$ cat src/rtl/flag_select_reg.sv
// Registered N:1 flag-channel selector with sticky accumulation, change/sel_err pulses
// and a saturating load counter.
module flag_select_reg #(
    parameter int unsigned W     = 4,
    parameter int unsigned N     = 4,
    parameter int unsigned SEL_W = 2,
    parameter int unsigned CNT_W = 8
) (
    input  logic             clk,
    input  logic             reset_n,
    input  logic [SEL_W-1:0] sel,
    input  logic [N*W-1:0]   flags_in,
    input  logic             load,
    input  logic             sticky_en,
    input  logic             clr,
    output logic [W-1:0]     flag_out,
    output logic             flag_valid,
    output logic [W-1:0]     sticky_out,
    output logic             change,
    output logic             sel_err,
    output logic [CNT_W-1:0] load_cnt
);

    logic [W-1:0]     sel_flags;
    logic             in_range;
    logic             accept;
    logic             reject;

    logic [W-1:0]     flag_q, flag_d;
    logic             valid_q, valid_d;
    logic [W-1:0]     sticky_q, sticky_d;
    logic             change_q, change_d;
    logic             sel_err_q, sel_err_d;
    logic [CNT_W-1:0] cnt_q, cnt_d;

    // Mux built as a bounded loop so an out-of-range sel never indexes past flags_in.
    always_comb begin
        sel_flags = '0;
        for (int k = 0; k < int'(N); k++) begin
            if (int'(sel) == k) begin
                sel_flags = flags_in[k*W +: W];
            end
        end
    end

    assign in_range = int'(sel) < int'(N);
    assign accept   = load && in_range;
    assign reject   = load && !in_range;

    always_comb begin
        flag_d    = flag_q;
        valid_d   = valid_q;
        sticky_d  = sticky_q;
        cnt_d     = cnt_q;
        change_d  = 1'b0;
        sel_err_d = reject;

        // Clear first; an accepted load in the same cycle then builds on the cleared state.
        if (clr) begin
            valid_d  = 1'b0;
            sticky_d = '0;
            cnt_d    = '0;
        end

        if (accept) begin
            flag_d   = sel_flags;
            valid_d  = 1'b1;
            change_d = (sel_flags != flag_q);
            if (sticky_en) begin
                sticky_d = sticky_d | sel_flags;
            end
            if (cnt_d != {CNT_W{1'b1}}) begin
                cnt_d = cnt_d + 1'b1;
            end
        end
    end

    always_ff @(posedge clk or negedge reset_n) begin
        if (!reset_n) begin
            flag_q    <= '0;
            valid_q   <= 1'b0;
            sticky_q  <= '0;
            change_q  <= 1'b0;
            sel_err_q <= 1'b0;
            cnt_q     <= '0;
        end else begin
            flag_q    <= flag_d;
            valid_q   <= valid_d;
            sticky_q  <= sticky_d;
            change_q  <= change_d;
            sel_err_q <= sel_err_d;
            cnt_q     <= cnt_d;
        end
    end

    assign flag_out   = flag_q;
    assign flag_valid = valid_q;
    assign sticky_out = sticky_q;
    assign change     = change_q;
    assign sel_err    = sel_err_q;
    assign load_cnt   = cnt_q;

endmodule
$ cat config.mk
export PLATFORM = sky130hd
export DESIGN_NAME = flag_select_reg
export DESIGN_NICKNAME = d
export VERILOG_FILES = /design/src/rtl/flag_select_reg.sv
export SDC_FILE = /design/constraint.sdc
export NUM_CORES = 1
export LEC_CHECK = 0
export CAP_MARGIN = 20
export CORE_MARGIN = 5
export CORE_UTILIZATION = 45
export CTS_CLUSTER_DIAMETER = 40
export DETAILED_ROUTE_END_ITERATION = 12
export PLACE_DENSITY = 0.84
export SYNTH_ARGS = -nofsm -noshare
export SYNTH_HDL_FRONTEND = slang
export SYNTH_SLANG_ARGS = --single-unit
$ cat constraint.sdc
create_clock -name clk -period 2.7 [get_ports clk]
set_input_delay 0.405 -clock clk [delete_from_list [all_inputs] [get_ports clk]]
set_output_delay 0.405 -clock clk [all_outputs]
set_load 0.02 [all_outputs]
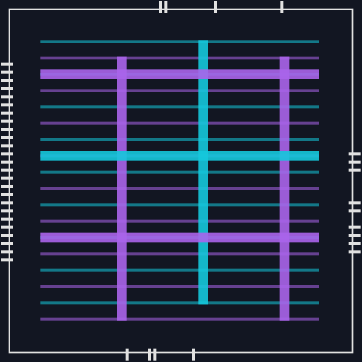
pdn.png
(6 px per um) Pins as bars on the die edge.
legend:
  VDD:
    color: cyan
  VSS:
    color: purple
rows: 17
met4 straps: 3
signal pins: 42

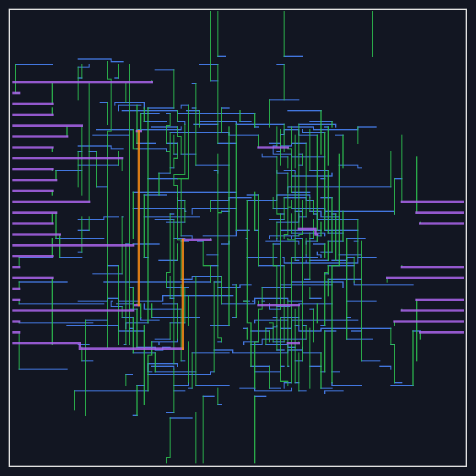
metal_stack.png
(8 px per um)
legend:
  met4:
    color: orange
    wire_length: 35.4 um
  met1:
    color: blue
    wire_length: 818 um
  met3:
    color: purple
    wire_length: 246 um
  met2:
    color: green
    wire_length: 1130 um

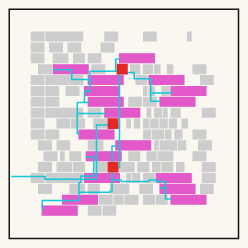
clock_map.png
(4 px per um)
legend:
  cells driving clock nets:
    color: red
    count: 3
  flip-flops:
    color: magenta
    count: 18
  clock wires:
    color: cyan
    length: 212 um
routed clock nets: 4

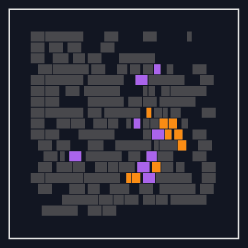
gate_families.png
(4 px per um)
legend:
  inverting AOI/OAI gates:
    color: purple
    cells: 8
    most_used: o311ai_0
  NOR gates:
    color: orange
    cells: 9
    most_used: nor2b_1

==> results.txt <==
flow finished, numbers: routed length on met1=818 um, # DRC=0, worst reg2reg setup slack=0.81 ns, largest net degree at the start of global routing=19, initial antenna violation count=0, Max transition margin=47.5%, Die X-Extent=57.0 um, Cell Type Count=31, Power per Cell Area=450 mW/mm^2, final setup fails=0, setup TNS=0 ns, syn_nets=105, Max VDD drop=0.316 mV, total clock network power=0.164 mW, routed wl met2=1.13 mm, Mean Syn Cell Area=12.2 sq um, R2R cell count=5, CP Cell Sequence=clkdlybuf4s50_1 > nor2b_1 > ha_1 > nand4b_1 > o31ai_1 > mux2_2, Core ar.=0.00215 sq mm, nature of the critical path endpoint=flip-flop, post-placement setup slack=0.318 ns, Vias/cell=5.74, status=finished clean, Pint=0.481 mW
==> cell type report <==
| cell class | count | area (sq um) |
|---|---|---|
| sequential | 18 | 450 |
| inverter | 3 | 11.3 |
| tap | 28 | 35.0 |
| multi-input combinational | 57 | 514 |
| fill | 162 | 686 |
| clock buffer | 4 | 36.3 |
| timing repair buffer | 42 | 415 |
==> kinds of logic (layout without fill, tap and decap cells) <==
| family | count (synthesis) | after routing | synth area share (%) |
|---|---|---|---|
| compound gates | 13 | 13 | 11.0 |
| simple gates | 25 | 25 | 15.5 |
| fa+ha+maj | 1 | 1 | 1.26 |
| flops | 18 | 18 | 45.4 |
| xor+xnor | 6 | 6 | 5.30 |
| buf+inv | 6 | 49 | 2.77 |
| mux | 11 | 11 | 18.4 |
| other cells | 1 | 1 | 0.378 |
Power is estimated from default activity; no workload was simulated.
